--- config.mk ---
export PLATFORM = sky130hd
export DESIGN_NAME = free_list
export DESIGN_NICKNAME = d
export VERILOG_FILES = /design/src/rtl/rename_pkg.sv /design/src/rtl/free_list.sv
export SDC_FILE = /design/constraint.sdc
export NUM_CORES = 1
export LEC_CHECK = 0
export CORE_MARGIN = 8
export CORE_UTILIZATION = 47
export CTS_BUF_LIST = sky130_fd_sc_hd__clkbuf_8
export DETAILED_ROUTE_END_ITERATION = 8
export PLACE_DENSITY_LB_ADDON = 0.15
export SYNTH_ARGS = -nofsm -noshare
export SYNTH_HDL_FRONTEND = slang
export SYNTH_SLANG_ARGS = --single-unit
--- constraint.sdc ---
create_clock -name clock -period 9.1 [get_ports clock]
set_input_delay 1.365 -clock clock [delete_from_list [all_inputs] [get_ports clock]]
set_output_delay 1.365 -clock clock [all_outputs]
set_load 0.005 [all_outputs]
--- src/rtl/rename_pkg.sv ---
// Shared rename-stage constants and tag/pointer types.
package rename_pkg;
  localparam int ROB_DEPTH = 32;
  localparam int ARCH_REGS = 32;
  localparam int PR_NUM    = ROB_DEPTH + 33;
  localparam int TAG_W     = $clog2(PR_NUM);
  localparam int PTR_W     = $clog2(ROB_DEPTH) + 1;
  localparam int ZERO_TAG  = ROB_DEPTH + 32;

  typedef logic [TAG_W-1:0] phys_tag_t;
  typedef logic [PTR_W-1:0] fl_ptr_t;
endpackage

--- src/rtl/free_list.sv ---
// Physical-register free list for a 2-wide rename stage.
// Circular buffer of free tags with wrap-bit head/tail pointers, in-order
// 2-wide allocation, 2-wide T_old reclaim, and head-snapshot branch recovery.
// ROB_DEPTH must be a power of two so pointers wrap naturally.
// Optional: define FREE_LIST_BYPASS_EN to let same-cycle retire tags be
// allocated directly without passing through the buffer.
module free_list #(
  parameter int ROB_DEPTH = rename_pkg::ROB_DEPTH,
  parameter int TAG_W     = $clog2(ROB_DEPTH + 33),
  parameter int PTR_W     = $clog2(ROB_DEPTH) + 1
) (
  input  logic             clock,
  input  logic             reset,
  input  logic             dispatch_req_0,
  input  logic             dispatch_req_1,
  input  logic             is_0_br,
  input  logic             br_dispatch,
  input  logic             retire_valid_0,
  input  logic             retire_valid_1,
  input  logic [TAG_W-1:0] retire_tag_0,
  input  logic [TAG_W-1:0] retire_tag_1,
  input  logic             recovery_br,
  input  logic [PTR_W-1:0] recovery_head,
  output logic [TAG_W-1:0] alloc_tag_0,
  output logic [TAG_W-1:0] alloc_tag_1,
  output logic             alloc_valid_0,
  output logic             alloc_valid_1,
  output logic             stall,
  output logic [PTR_W-1:0] head_snapshot,
  output logic [PTR_W-1:0] free_count
);

  localparam int IDX_W = PTR_W - 1;

  logic [TAG_W-1:0] r_fl [ROB_DEPTH];
  logic [PTR_W-1:0] r_head;
  logic [PTR_W-1:0] r_tail;
  logic [PTR_W-1:0] r_count;

  logic [1:0]       w_n_req;
  logic [1:0]       w_n_ret;
  logic [1:0]       w_n_grant;
  logic [1:0]       w_n_from_fl;
  logic [1:0]       w_n_bypass;
  logic [1:0]       w_n_write;
  logic [1:0]       w_n_snap;
  logic [PTR_W:0]   w_avail;
  logic [TAG_W-1:0] w_ret_tag [2];
  logic [TAG_W-1:0] w_pos_tag [2];
  logic [TAG_W-1:0] w_wr_tag  [2];
  logic             w_grant_0;
  logic             w_grant_1;
  logic             w_overflow;
  logic [PTR_W-1:0] w_head_next;
  logic [PTR_W-1:0] w_tail_next;

  // Allocation, reclaim compaction and next-pointer arithmetic.
  always_comb begin
    // NOTE: every signal gets a default first so no path leaves a latch.
    w_n_grant = 2'd0;
    w_grant_0 = 1'b0;
    w_grant_1 = 1'b0;

    w_n_req = {1'b0, dispatch_req_0} + {1'b0, dispatch_req_1};
    w_n_ret = {1'b0, retire_valid_0} + {1'b0, retire_valid_1};

    // Retire tags compacted into slot order.
    w_ret_tag[0] = retire_valid_0 ? retire_tag_0 : retire_tag_1;
    w_ret_tag[1] = retire_tag_1;

`ifdef FREE_LIST_BYPASS_EN
    w_avail      = {1'b0, r_count} + (PTR_W+1)'(w_n_ret);
    w_pos_tag[0] = (r_count != '0) ? r_fl[r_head[IDX_W-1:0]] : w_ret_tag[0];
    if (r_count >= PTR_W'(2))
      w_pos_tag[1] = r_fl[IDX_W'(r_head + PTR_W'(1))];
    else if (r_count == PTR_W'(1))
      w_pos_tag[1] = w_ret_tag[0];
    else
      w_pos_tag[1] = w_ret_tag[1];
`else
    w_avail      = {1'b0, r_count};
    w_pos_tag[0] = r_fl[r_head[IDX_W-1:0]];
    w_pos_tag[1] = r_fl[IDX_W'(r_head + PTR_W'(1))];
`endif

    stall = (PTR_W+1)'(w_n_req) > w_avail;

    if (!recovery_br)
      w_n_grant = ((PTR_W+1)'(w_n_req) <= w_avail) ? w_n_req : w_avail[1:0];

    // Grants are handed out in request order; a lone req_1 takes position 0.
    w_grant_0 = dispatch_req_0 && (w_n_grant != 2'd0);
    w_grant_1 = dispatch_req_1 && (dispatch_req_0 ? (w_n_grant == 2'd2)
                                                  : (w_n_grant != 2'd0));

    alloc_tag_0 = w_pos_tag[0];
    alloc_tag_1 = (dispatch_req_1 && !dispatch_req_0) ? w_pos_tag[0] : w_pos_tag[1];

    // Grants beyond the registered count were served by bypassed retire tags.
    w_n_from_fl = (PTR_W'(w_n_grant) <= r_count) ? w_n_grant : r_count[1:0];
    w_n_bypass  = w_n_grant - w_n_from_fl;
    w_n_write   = w_n_ret - w_n_bypass;
    w_wr_tag[0] = w_ret_tag[w_n_bypass[0]];
    w_wr_tag[1] = w_ret_tag[1];

    w_overflow  = ({1'b0, r_count} + (PTR_W+1)'(w_n_write)) > (PTR_W+1)'(ROB_DEPTH);
    w_tail_next = w_overflow ? r_tail : r_tail + PTR_W'(w_n_write);
    w_head_next = recovery_br ? recovery_head : r_head + PTR_W'(w_n_from_fl);

    // Snapshot covers only the grants older than or equal to the branch.
    w_n_snap      = (br_dispatch && is_0_br) ? {1'b0, w_grant_0} : w_n_grant;
    head_snapshot = r_head + ((PTR_W'(w_n_snap) <= r_count) ? PTR_W'(w_n_snap) : r_count);
  end

  assign alloc_valid_0 = w_grant_0;
  assign alloc_valid_1 = w_grant_1;
  assign free_count    = r_count;

  // Buffer writes and pointer/count registers; reset refills with tags 32..63.
  always_ff @(posedge clock) begin
    if (reset) begin
      // NOTE: the buffer is reset because its initial contents are the free tags.
      for (int i = 0; i < ROB_DEPTH; i++)
        r_fl[i] <= TAG_W'(rename_pkg::ARCH_REGS + i);
      r_head  <= '0;
      r_tail  <= {1'b1, {IDX_W{1'b0}}};
      r_count <= PTR_W'(ROB_DEPTH);
    end else begin
      // NOTE: sequential state uses non-blocking assignments only.
      if (!w_overflow) begin
        if (w_n_write != 2'd0)
          r_fl[r_tail[IDX_W-1:0]] <= w_wr_tag[0];
        if (w_n_write == 2'd2)
          r_fl[IDX_W'(r_tail + PTR_W'(1))] <= w_wr_tag[1];
      end
      r_head  <= w_head_next;
      r_tail  <= w_tail_next;
      r_count <= w_tail_next - w_head_next;
    end
  end

  // Reclaiming more tags than the buffer holds indicates a ROB bug upstream.
  a_no_overflow: assert property (@(posedge clock) disable iff (reset) !w_overflow);

endmodule

Run 1, sizing map:
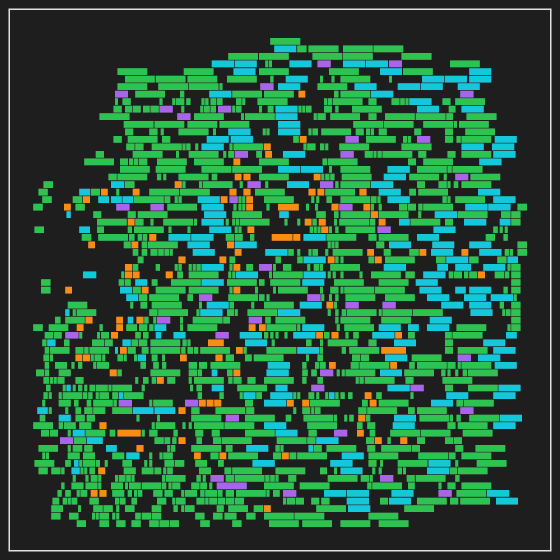
| color | size | cells |
|---|---|---|
| purple | x6 and larger | 44 |
| orange | x3 and x4 | 102 |
| cyan | x2 | 187 |
| green | x1 and smaller | 952 |
nonclk buf count: 152
area grow syn2layout: 14.3%
setup ws final: 0.548 ns
cell area after layout: 0.0172 mm2

Run 1, placed cells, one color a class:
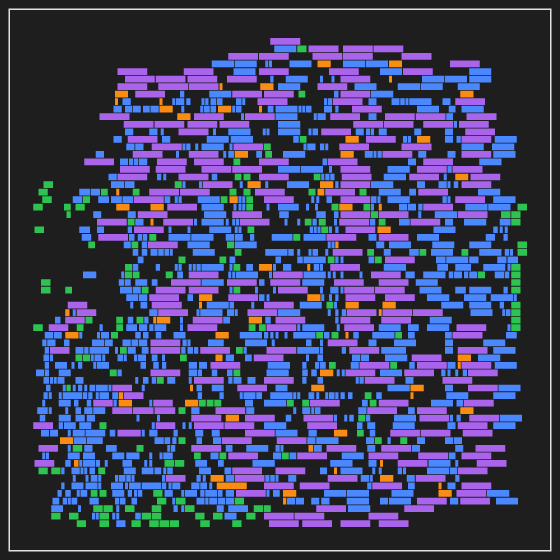
| color | class | cells | share of their area |
|---|---|---|---|
| green | remaining buffers and delay cells | 152 | 7.6% |
| orange | clock drivers and dummy loads | 71 | 4.4% |
| purple | sequential cells | 242 | 42% |
| blue | remaining logic cells | 820 | 46% |
final core utilization: 54.5%
core box area: 0.0316 mm2

Run 1, routing congestion:
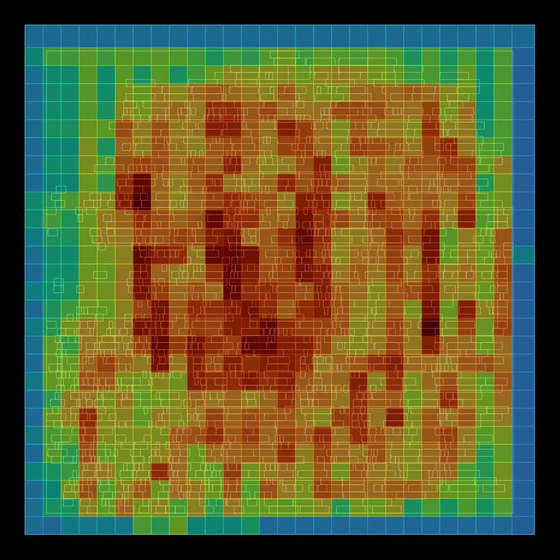
total track usage: 28.5%
met3 Use GR: 8.31%
met2 usage in global routing: 43.8%
met1 Use GR: 37.3%

==> GITHUB_STEP_SUMMARY, run 1 <==
## PnR job results

| Metric | Value |
|---|---|
| Status | `finished, final reports clean` |
| Global-route wire length before repair | `79400 um` |
| Final Hold Violating Endpoints | `0` |
| Clk Latency, worst-skew pair | `0.56 ns` |
| Synthesized chip area reported by yosys | `0.0150 mm2` |
| I/O pin count | `58` |
| CP dominant cell by count | `ha_1` |
| Ys async rst share | `0%` |
| Drc violations | `0` |
| Max clock buf depth | `3` |
| Mapped Cells | `1157` |
| Simple Share, Synth | `10.7%` |
| Final ANT Viol Nets | `0` |
| Yosys Instances | `1157` |
| Crit path arrival time | `8.85 ns` |
| Initial antenna violation count | `1` |
| CTS tree | `done` |
| CP max stage delay | `0.77 ns` |
| Commonest flop | `edfxtp_1` |
| Std-Cell Rows | `65` |
| CTS Root Buffer Type | `clkbuf_8` |
| Synth Warn # | `0` |
| Floorplan Utilization | `47.7%` |
| WL/cell | `32.5 um` |
| CP max FO | `9` |
| MaxCap Viol Count | `0` |
| Chip width | `195 um` |
| DR iter-0 viols | `1888` |
| Die H | `195 um` |
| Fillers | `2684` |
| Die area | `0.0380 mm2` |
| Via density | `7.03` |
| Main logic family | `multiplexers` |
| Cells after DPL | `1616` |
| Max_slew headroom | `6.94%` |
| Slowest stage cell on the critical path | `nor3b_1` |
| H-Tree Depth | `2` |
| R2R depth | `29` |
| WS Path Type | `input port to flip-flop` |
| Post-synth EDFFs | `224` |
| WP data required | `9.40 ns` |
| Dominant cell area share | `44.7%` |
| Tool Warnings | `27` |
| Area post-placement | `0.0165 mm2` |
| Clock-pin transition on the worst setup and hold timing paths | `0.06 ns` |
| # diodes | `0` |
| Hold path cells | `2` |
| Hpwl dp | `39200 um` |
| Cell area after synthesis | `0.0150 mm2` |
| Number of hold buffers added after cts | `0` |
| Final Critical Period | `8.55 ns` |
| Final Wtd Congestion | `1.01` |
| Compound Share, Synth | `11.3%` |
| Share of cells above drive strength 1 | `25.9%` |
| Total Neg Setup Slack | `0 ns` |
| Syn avg cell area | `13.0 um2` |
| Initial DRT Pass Iterations | `6` |
| Total grt overflow | `0` |
| Max Clock Freq | `0.117 GHz` |
| PortBufs | `57` |
| Routed WL | `54900 um` |
| Max Transition Viols Final | `0` |
| Yosys top cell by instances | `edfxtp_1` |
| Top cells, area | `edfxtp_1, mux4_2, nand2_1` |
| Setup violators final | `0` |
| Crit start category | `input port` |
| Number of synthesized register bits | `242` |
| Synth Seq Share | `47.1%` |
| Synth mux share | `23.3%` |
| Count of unique library cells instantiated by Yosys | `63` |
| CTS Buf Count | `42` |
| Xor-xnor portion of the synthesized cell area | `1.27%` |
-- run 1: per-layer routing --
metal | wire, um | vias up | track usage (%) | part of all wire (%)
met5 | 12 | - | 0 | 0.022
met2 | 24800 | 914 | 43.8 | 45
met4 | 2520 | 2 | 12.0 | 4.6
li1 | - | 4819 | - | -
met3 | 7410 | 152 | 8.31 | 13
met1 | 20100 | 5971 | 37.3 | 37
-- run 1: report_power, final --
group	internal (mW)	switching [mW]	leakage (nW)	total (mW)
combinational	0.560	0.782	2.98	1.34
sequential	1.28	0.0683	2.03	1.35
clock	0.457	0.448	0.418	0.905
total	2.30	1.30	5.42	3.60
-- run 1: worst max-delay path: cells and delay by family --
kind	cells	cell delay, ns
AND-OR/OR-AND	6	1.41
XOR/XNOR	3	0.49
adder cells (fa/ha/maj)	7	2.20
buffers and inverters	6	1.10
multiplexers	1	0.23
AND/OR/NAND/NOR	8	2.03
-- run 1: worst paths after layout --
| path | startpoint | endpoint | slack (ns) |
|---|---|---|---|
| worst max-delay path | dispatch_req_0 | r_fl[18][6] | 0.55 |
| worst min-delay path | r_tail[5] | r_tail[5] | 0.52 |
| worst max register to register | free_count[1] | r_fl[18][6] | 1.48 |
| worst min register to register | r_tail[5] | r_tail[5] | 0.52 |
-- run 1: cell type report --
class	instances	area [um2]	share of cell area, %
multi-input combinational	793	7500	43.6
sequential	242	7090	41.2
clock buffer	42	578	3.36
inverter	27	101	0.589
clock inverter	29	153	0.887
timing repair buffer	152	1270	7.40
tap	402	503	2.92
-- run 1: cells in the final DEF (no fill, tap or decap), types with 9 or more instances in the layout --
cell	count
nor3_1	19
a22oi_1	26
o22ai_1	27
inv_1	38
nor2_1	88
clkdlybuf4s50_1	55
mux2_2	14
xnor2_1	12
mux2i_1	17
ha_1	26
a22o_1	43
buf_4	95
edfxtp_1	224
clkbuf_8	42
nand3_1	22
nand2_1	120
a2bb2oi_1	42
nor4_2	9
nor2b_1	13
a21oi_1	14
or3_1	19
dfxtp_1	15
o22a_1	9
clkinv_1	9
mux4_2	140
o21ai_0	46
nand4_1	9
-- run 1: per-stage QoR --
| stage | total power [mW] | worst slack, ns |
|---|---|---|
| finish | 3.60 | 0.548 |
| detailed placement | 2.69 | 0.0742 |
| CTS | 3.58 | 0.645 |
| global placement | 2.68 | 0.271 |
| floorplan | 2.17 | 0.543 |
| global route | 3.73 | 0.0264 |
-- run 1: timing repair --
action | CTS | global route
resized | 0 | 1
hold endpoints to repair | 0 | 0
endpoints found under the setup margin | 0 | 1
buffers inserted | 0 | 0
-- run 1: sequential cells by signal, indices dropped and copies added (netlist names) --
signal,cells
free_count,6
r_fl,224
r_head,6
r_tail,6
-- run 1: logic make-up after synthesis --
family | after synthesis
xor+xnor | 21
flops | 242
fa+ha+maj | 32
other cells | 1
mux | 174
buf+inv | 124
compound gates | 232
simple gates | 331
--- run 2 (diff from run 1) ---
--- a/config.mk
+++ b/config.mk
@@ -10,6 +10,7 @@
 export CTS_BUF_LIST = sky130_fd_sc_hd__clkbuf_8
 export DETAILED_ROUTE_END_ITERATION = 8
 export PLACE_DENSITY_LB_ADDON = 0.15
+export SLEW_MARGIN = 15
 export SYNTH_ARGS = -nofsm -noshare
 export SYNTH_HDL_FRONTEND = slang
 export SYNTH_SLANG_ARGS = --single-unit
Run 2, cell area per tile:
Scale bar: 50 um. The die is cut into 19 by 19 equal tiles; dark blue is low, red is high, 0 to 100% covered.
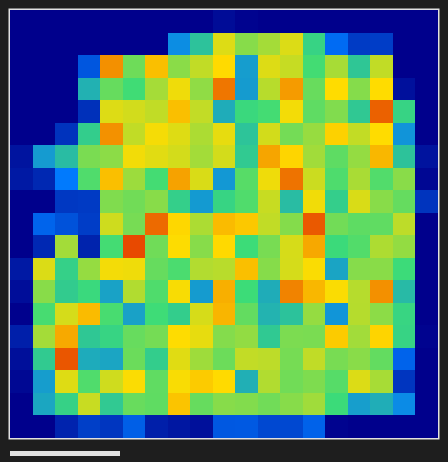
tiles over 75% full: 10%
densest ninth of the die: center
mean over tiles: 44%
fullest tile: 92%
nearly empty tiles: 19%

==> run 2 against run 1 <==
  * Cell count unchanged
  * Worst hold slack about the same
  * Sequential power about the same
==> GITHUB_STEP_SUMMARY, run 2 <==
## PnR job results

| Metric | Value |
|---|---|
| CTS tree | `done (unchanged)` |
| Simple Share, Synth | `10.7% (unchanged)` |
| Initial DRT Pass Iterations | `5 (was 6)` |
| MaxCap Viol Count | `0 (unchanged)` |
| Crit path arrival time | `8.84 ns (was 8.85 ns)` |
| Status | `finished, final reports clean (unchanged)` |
| RSZ-0062 raised after global routing | `no (unchanged)` |
| Place WS | `0.0742 ns (unchanged)` |
| Chip width | `195 um (unchanged)` |
| Number of setup buffers added after CTS | `0 (unchanged)` |
| Clock skew after layout | `0.0261 ns (was 0.0224 ns)` |
| Seq. cell area | `0.00709 mm2 (unchanged)` |
| Clock sink count | `242 (unchanged)` |
| Hold WS | `0.524 ns (about the same)` |
| Cell taking the most area after synthesis | `edfxtp_1 (unchanged)` |
| # nets final | `1319 (unchanged)` |
| WS Path Type | `input port to flip-flop (unchanged)` |
| Total chip power | `3.60 mW (about the same)` |
| Max_slew headroom | `21.5% (was 6.94%)` |
| CTS Root Buffer Type | `clkbuf_8 (unchanged)` |
| Slowest stage cell on the critical path | `nor3b_1 (unchanged)` |
| Setup ws final | `0.558 ns (was 0.548 ns)` |
| PortBufs | `57 (unchanged)` |
| Drc violations | `0 (unchanged)` |
| Most flop-heavy register | `r_fl (unchanged)` |
| Hpwl dp | `39200 um (unchanged)` |
| CP max stage delay | `0.76 ns (was 0.77 ns)` |
| Final Hold Violating Endpoints | `0 (unchanged)` |
| MI comb area | `0.00751 mm2 (was 0.00750 mm2)` |
| Power per cell area | `209 mW/mm2 (about the same)` |
| DR iter-0 viols | `1912 (was 1888)` |
| Main logic family | `multiplexers (unchanged)` |
| Yosys adder share | `2.91% (unchanged)` |
| Die area | `0.0380 mm2 (unchanged)` |
| CP dominant cell by count | `ha_1 (unchanged)` |
| Clock-pin transition on the worst setup and hold timing paths | `0.06 ns (about the same)` |
| Top cells excl fill/tap | `edfxtp_1, mux4_2, nand2_1, buf_4, nor2_1 (unchanged)` |
| Fillers | `2681 (was 2684)` |
| Largest net degree at the start of global routing | `58 (unchanged)` |
| Std-Cell Rows | `65 (unchanged)` |
| Core box area | `0.0316 mm2 (unchanged)` |
| Compound Share, Synth | `11.3% (unchanged)` |
| Worst slew pin tran | `1.18 ns (was 1.37 ns)` |
| Synth mux share | `23.3% (unchanged)` |
| Cell area after synthesis | `0.0150 mm2 (unchanged)` |
| Via density | `7.03 (about the same)` |
| Die H | `195 um (unchanged)` |
| Mapped Cells | `1157 (unchanged)` |
| Peak VDD IR | `0.185 mV (about the same)` |
| Synth Seq Share | `47.1% (unchanged)` |
| I/O pin count | `58 (unchanged)` |
| Total grt overflow | `0 (unchanged)` |
| Xor-xnor portion of the synthesized cell area | `1.27% (unchanged)` |
| Number of synthesized register bits | `242 (unchanged)` |
| Global-route wire length before repair | `79400 um (unchanged)` |
| Commonest flop | `edfxtp_1 (unchanged)` |
| CP max FO | `9 (unchanged)` |
| Worst Setup End Kind | `flip-flop (unchanged)` |
| Max Transition Viols Final | `0 (unchanged)` |
| # diodes | `0 (unchanged)` |
| Crit start category | `input port (unchanged)` |
| Yosys top cell by instances | `edfxtp_1 (unchanged)` |
| Routed via count | `11900 (about the same)` |
| Max clock buf depth | `3 (unchanged)` |
| Max FFs per register | `224 (unchanged)` |
| Initial antenna violation count | `1 (unchanged)` |
| Final ANT Viol Nets | `0 (unchanged)` |
| Yosys Instances | `1157 (unchanged)` |
| Max Clock Freq | `0.117 GHz (about the same)` |
| Clk Latency, worst-skew pair | `0.56 ns (about the same)` |
| Synthesized chip area reported by yosys | `0.0150 mm2 (unchanged)` |
| H-Tree Depth | `2 (unchanged)` |
| Leakage power | `5.42 nW (about the same)` |
| Period utilization | `93.9% (was 94.0%)` |
| Floorplan Utilization | `47.7% (unchanged)` |
| Post-synth top cells | `edfxtp_1, mux4_2, nand2_1 (unchanged)` |
| CTS Buf Count | `42 (unchanged)` |
| Synth Warn # | `0 (unchanged)` |
| Vias in the first global route | `11700 (unchanged)` |
| Ys async rst share | `0% (unchanged)` |
| Setup violators final | `0 (unchanged)` |
| Hold Path Class | `flip-flop to flip-flop (unchanged)` |
| Routed WL | `54800 um (was 54900 um)` |
| Final Wtd Congestion | `1.01 (unchanged)` |
| Most frequent logic cell in the layout | `edfxtp_1 (unchanged)` |
| Total Neg Setup Slack | `0 ns (unchanged)` |
| Tool Warnings | `27 (unchanged)` |
| Share of cells above drive strength 1 | `25.9% (unchanged)` |
| Area grow syn2layout | `14.4% (was 14.3%)` |
| Final Critical Period | `8.54 ns (was 8.55 ns)` |
| WP data required | `9.39 ns (was 9.40 ns)` |
| WL/cell | `32.5 um (about the same)` |
| Top cells, area | `edfxtp_1, mux4_2, nand2_1 (unchanged)` |
| Count of unique library cells instantiated by Yosys | `63 (unchanged)` |
| Syn avg cell area | `13.0 um2 (unchanged)` |
| Post-synth EDFFs | `224 (unchanged)` |
| Dominant cell area share | `44.7% (unchanged)` |
| Total track usage | `28.5% (unchanged)` |
Run 2, wire density map:
Scale bar: 50 um. The die is cut into 39 by 39 equal tiles; dark blue is low, red is high, scaled to the fullest tile. Values are wire area over tile area, all layers added.
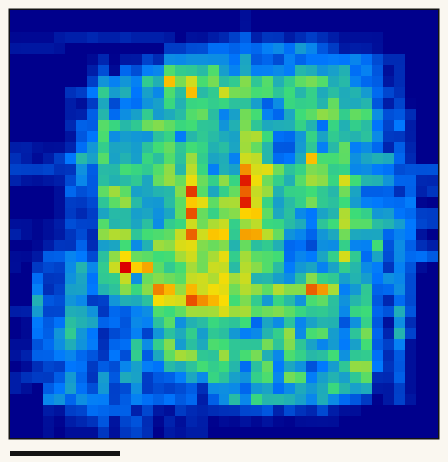
fullest tile: 0.92
mean over tiles: 0.25
tiles over half the peak: 17%
emptiest ninth of the die: north-west

==> run 2: cell counts after synthesis <==
Identical to the previous run, type by type.
==> run 2: stage by stage <==
step / std cells / utilization (%) / area, um2
2_1_floorplan: 1159 / - / 15100
3_3_place_gp: 1616 / 52.2 / 16500
3_5_place_dp: 1616 / 52.2 / 16500
4_1_cts: 1687 / 54.5 / 17200
5_1_grt: 1687 / 54.5 / 17200
6_report: 1687 / 54.5 / 17200
==> run 2: area by class of cell <==
type | count | area share (%)
clock buffer | 42 | 3.36
clock inverter | 29 | 0.887
inverter | 27 | 0.589
multi-input combinational | 793 | 43.6
sequential | 242 | 41.2
tap | 402 | 2.92
timing repair buffer | 152 | 7.40
==> run 2: final timing paths <==
kind,startpoint,end,slack (ns),cells past startpoint
max,dispatch_req_0,r_fl[22][3],0.56,31
min,r_tail[5],r_tail[5],0.52,2
max reg2reg,free_count[1],r_fl[22][3],1.49,29
min reg2reg,r_tail[5],r_tail[5],0.52,2
==> run 2: routing by layer <==
metal	global-route usage (%)	share of wire, %	wire, um	vias up
met2	43.8	45	24900	928
li1	-	-	-	4823
met4	12.0	4.6	2540	2
met1	37.3	37	20200	5953
met3	8.31	13	7160	149
met5	0	0.022	12	-
==> run 2: logic make-up after synthesis <==
kind of cell,after synthesis
compound gates,232
xor+xnor,21
fa+ha+maj,32
buf+inv,124
flops,242
mux,174
other cells,1
simple gates,331
==> run 2: report_power, final <==
group / total, mW / switching (mW) / internal [mW] / leakage [nW]
logic: 1.34 / 0.781 / 0.560 / 2.98
registers: 1.35 / 0.0684 / 1.28 / 2.03
clock network: 0.905 / 0.447 / 0.457 / 0.418
total: 3.60 / 1.30 / 2.30 / 5.42
==> run 2: critical path: cells and delay by family <==
kind,cells,cell delay [ns]
AOI/OAI and AO/OA,6,1.41
xor gates and xnor gates,3,0.49
buffers and inverters,6,1.10
and+or+nand+nor,8,2.02
adders and majority gates,7,2.20
muxes,1,0.23
==> run 2: repair_timing <==
item,CTS,global route
setup endpoints to repair,0,1
gates resized,0,1
hold buffers,0,0
--- run 3 (diff from run 2) ---
--- a/config.mk
+++ b/config.mk
@@ -9,6 +9,7 @@
 export CORE_UTILIZATION = 47
 export CTS_BUF_LIST = sky130_fd_sc_hd__clkbuf_8
 export DETAILED_ROUTE_END_ITERATION = 8
+export DONT_BUFFER_PORTS = 1
 export PLACE_DENSITY_LB_ADDON = 0.15
 export SLEW_MARGIN = 15
 export SYNTH_ARGS = -nofsm -noshare
Run 3, cell area per tile:
Scale bar: 50 um. The die is cut into 19 by 19 equal tiles; dark blue is low, red is high, 0 to 100% covered.
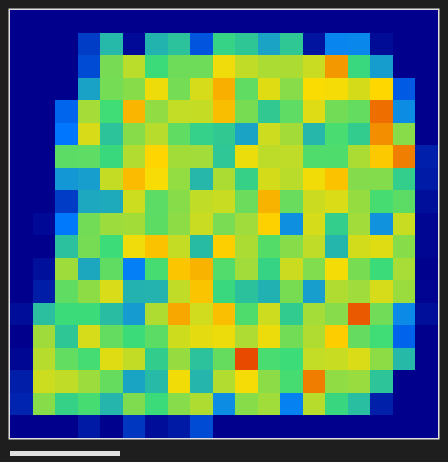
Floorplan Utilization: 47.7%
final core utilization: 52.6%

==> run 3 against run 2 <==
  * Sequential share of layout area increased by 1.5 points
  * Core utilization decreased by 1.9 points
  * Cell count decreased by 4.7%
  * Flip-flop count unchanged
  * Non-clock buffer count decreased by 89
  * Sequential power about the same
  * Power increased by 2.6%
  * Combinational power decreased by 9%
  * Via count decreased by 3.5%
  * Critical path depth decreased by 2
  * Largest cell class unchanged
==> GITHUB_STEP_SUMMARY, run 3 <==
## PnR job results

| Metric | Value |
|---|---|
| Status | `finished, final reports clean (unchanged)` |
| WP data required | `9.32 ns (was 9.39 ns)` |
| Reg2Reg Setup Slack | `0.74 ns (was 1.49 ns)` |
| Commonest flop | `edfxtp_1 (unchanged)` |
| Vias in the first global route | `11300 (was 11700)` |
| RSZ-0062 raised after global routing | `no (unchanged)` |
| Clock network fraction of total power | `30.3% (was 25.1%)` |
| H-Tree Depth | `2 (unchanged)` |
| Hpwl dp | `38500 um (was 39200 um)` |
| CP top delay family | `simple AND/OR/NAND/NOR gates (was adder cells)` |
| Synth mux share | `23.3% (unchanged)` |
| Hold Path Class | `flip-flop to flip-flop (unchanged)` |
| Switching power | `1.31 mW (was 1.30 mW)` |
| Core box area | `0.0316 mm2 (unchanged)` |
| CP max FO | `9 (unchanged)` |
| Final ANT Viol Nets | `0 (unchanged)` |
| Most flop-heavy register | `r_fl (unchanged)` |
| Via density | `7.11 (was 7.03)` |
| Total track usage | `28.8% (was 28.5%)` |
| Max_slew headroom | `25.1% (was 21.5%)` |
| Max Clock Freq | `0.115 GHz (was 0.117 GHz)` |
| Main logic family | `multiplexers (unchanged)` |
| PortBufs | `0 (was 57)` |
| Number of synthesized register bits | `242 (unchanged)` |
| Post-synth EDFFs | `224 (unchanged)` |
| Yosys top cell by instances | `edfxtp_1 (unchanged)` |
| Sw Ratio | `35.5% (was 36.1%)` |
| Synth Warn # | `0 (unchanged)` |
| Routed via count | `11400 (was 11900)` |
| CP max stage delay | `0.58 ns (was 0.76 ns)` |
| Compound Share, Synth | `11.3% (unchanged)` |
| Worst Setup End Kind | `flip-flop (unchanged)` |
| Top cells, area | `edfxtp_1, mux4_2, nand2_1 (unchanged)` |
| Peak VDD IR | `0.181 mV (was 0.185 mV)` |
| Int Power | `2.38 mW (was 2.30 mW)` |
| Max Transition Viols Final | `0 (unchanged)` |
| Final Wtd Congestion | `0.968 (was 1.01)` |
| Syn avg cell area | `13.0 um2 (unchanged)` |
| Crit path arrival time | `8.92 ns (was 8.84 ns)` |
| Post_cts resized | `0 (unchanged)` |
| Tool Warnings | `27 (unchanged)` |
| Routed WL | `55300 um (was 54800 um)` |
| DR iter-0 viols | `1661 (was 1912)` |
| Total chip power | `3.69 mW (was 3.60 mW)` |
| CTS tree | `done (unchanged)` |
| Power per cell area | `222 mW/mm2 (was 209 mW/mm2)` |
| Logic pwr share | `32.9% (was 37.3%)` |
| Clock-pin transition on the worst setup and hold timing paths | `0.06 ns (about the same)` |
| Leakage power | `5.12 nW (was 5.42 nW)` |
| Initial antenna violation count | `4 (was 1)` |
| CTS Root Buffer Type | `clkbuf_8 (unchanged)` |
| Clk Latency, worst-skew pair | `0.57 ns (was 0.56 ns)` |
| Yosys Instances | `1157 (unchanged)` |
| Post-synth top cells | `edfxtp_1, mux4_2, nand2_1 (unchanged)` |
| Max FFs per register | `224 (unchanged)` |
| Number of setup buffers added after CTS | `0 (unchanged)` |
| Clock skew after layout | `0.0268 ns (was 0.0261 ns)` |
| Chip width | `195 um (unchanged)` |
| Fillers | `2742 (was 2681)` |
| Yosys adder share | `2.91% (unchanged)` |
| Area grow syn2layout | `10.3% (was 14.4%)` |
| # nets final | `1232 (was 1319)` |
| Flop pwr share | `36.7% (was 37.6%)` |
| WL/cell | `34.4 um (was 32.5 um)` |
| Mapped Cells | `1157 (unchanged)` |
| Setup violators final | `0 (unchanged)` |
| Simple Share, Synth | `10.7% (unchanged)` |
Run 3, placed cells, one color a class:
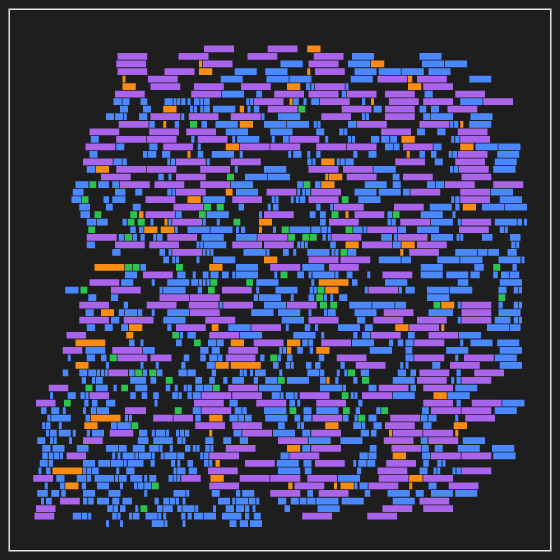
| color | class | cells | share of their area |
|---|---|---|---|
| green | remaining buffers and delay cells | 63 | 2.9% |
| purple | sequential cells | 242 | 44% |
| blue | remaining logic cells | 820 | 47% |
| orange | clock drivers and dummy loads | 81 | 5.8% |

## run 3: cell counts after synthesis
No cell type changed its count.
## run 3: cell families (layout without fill, tap and decap cells)
logic type,after synthesis,after routing
AND-OR/OR-AND,232,232
XOR/XNOR,21,21
adder cells (fa/ha/maj),32,32
buffers and inverters,124,171
flip-flops,242,242
multiplexers,174,174
other,1,3
AND/OR/NAND/NOR,331,331
## run 3: through the flow
step                instance area [um2]  hold WS, ns  std cells  TNS (ns)
floorplan                         15100        0.484       1159         0
global placement                  15700        0.531       1527         0
detailed placement                15700        0.536       1527    -0.123
CTS                               16600        0.554       1608         0
global route                      16600        0.568       1608         0
finish                            16600        0.541       1608         0
## run 3: final cells by class
cell class	count	area, um2	area share (%)
inverters	27	101	0.610
clock inverters	36	312	1.88
clock buffers	45	619	3.73
repair buffers	63	473	2.85
multi-input cells	793	7500	45.2
well taps	402	503	3.03
flip-flops and latches	242	7090	42.7
## run 3: per-layer routing
layer	track usage, %	share of wire (%)
met5	0	0.074
met4	12.2	5.0
met3	10.5	14
met2	43.1	44
met1	37.3	37
## run 3: worst min-delay path, delay by kind of cell (launching register included)
kind,cells,cell delay [ns]
and+or+nand+nor,1,0.08
DFF,1,0.32
xor gates and xnor gates,1,0.11
## run 3: path summary, 6_finish.rpt
| kind | from | to | cells after the start |
|---|---|---|---|
| setup / recovery | dispatch_req_0 | r_fl[2][5] | 29 |
| hold / removal | r_tail[5] | r_tail[5] | 2 |
| setup reg to reg | free_count[1] | r_fl[2][5] | 28 |
| hold reg to reg | r_tail[5] | r_tail[5] | 2 |
## run 3: power groups by stage
stage               clock, mW  combinational (mW)  sequential, mW
floorplan                   0               0.839            1.33
global placement            0                1.19            1.38
detailed placement          0                1.19            1.38
CTS                      1.12                1.20            1.35
global route             1.17                1.29            1.36
finish                   1.12                1.22            1.36
No activity file was given, so power comes from the tool's default toggle rates.
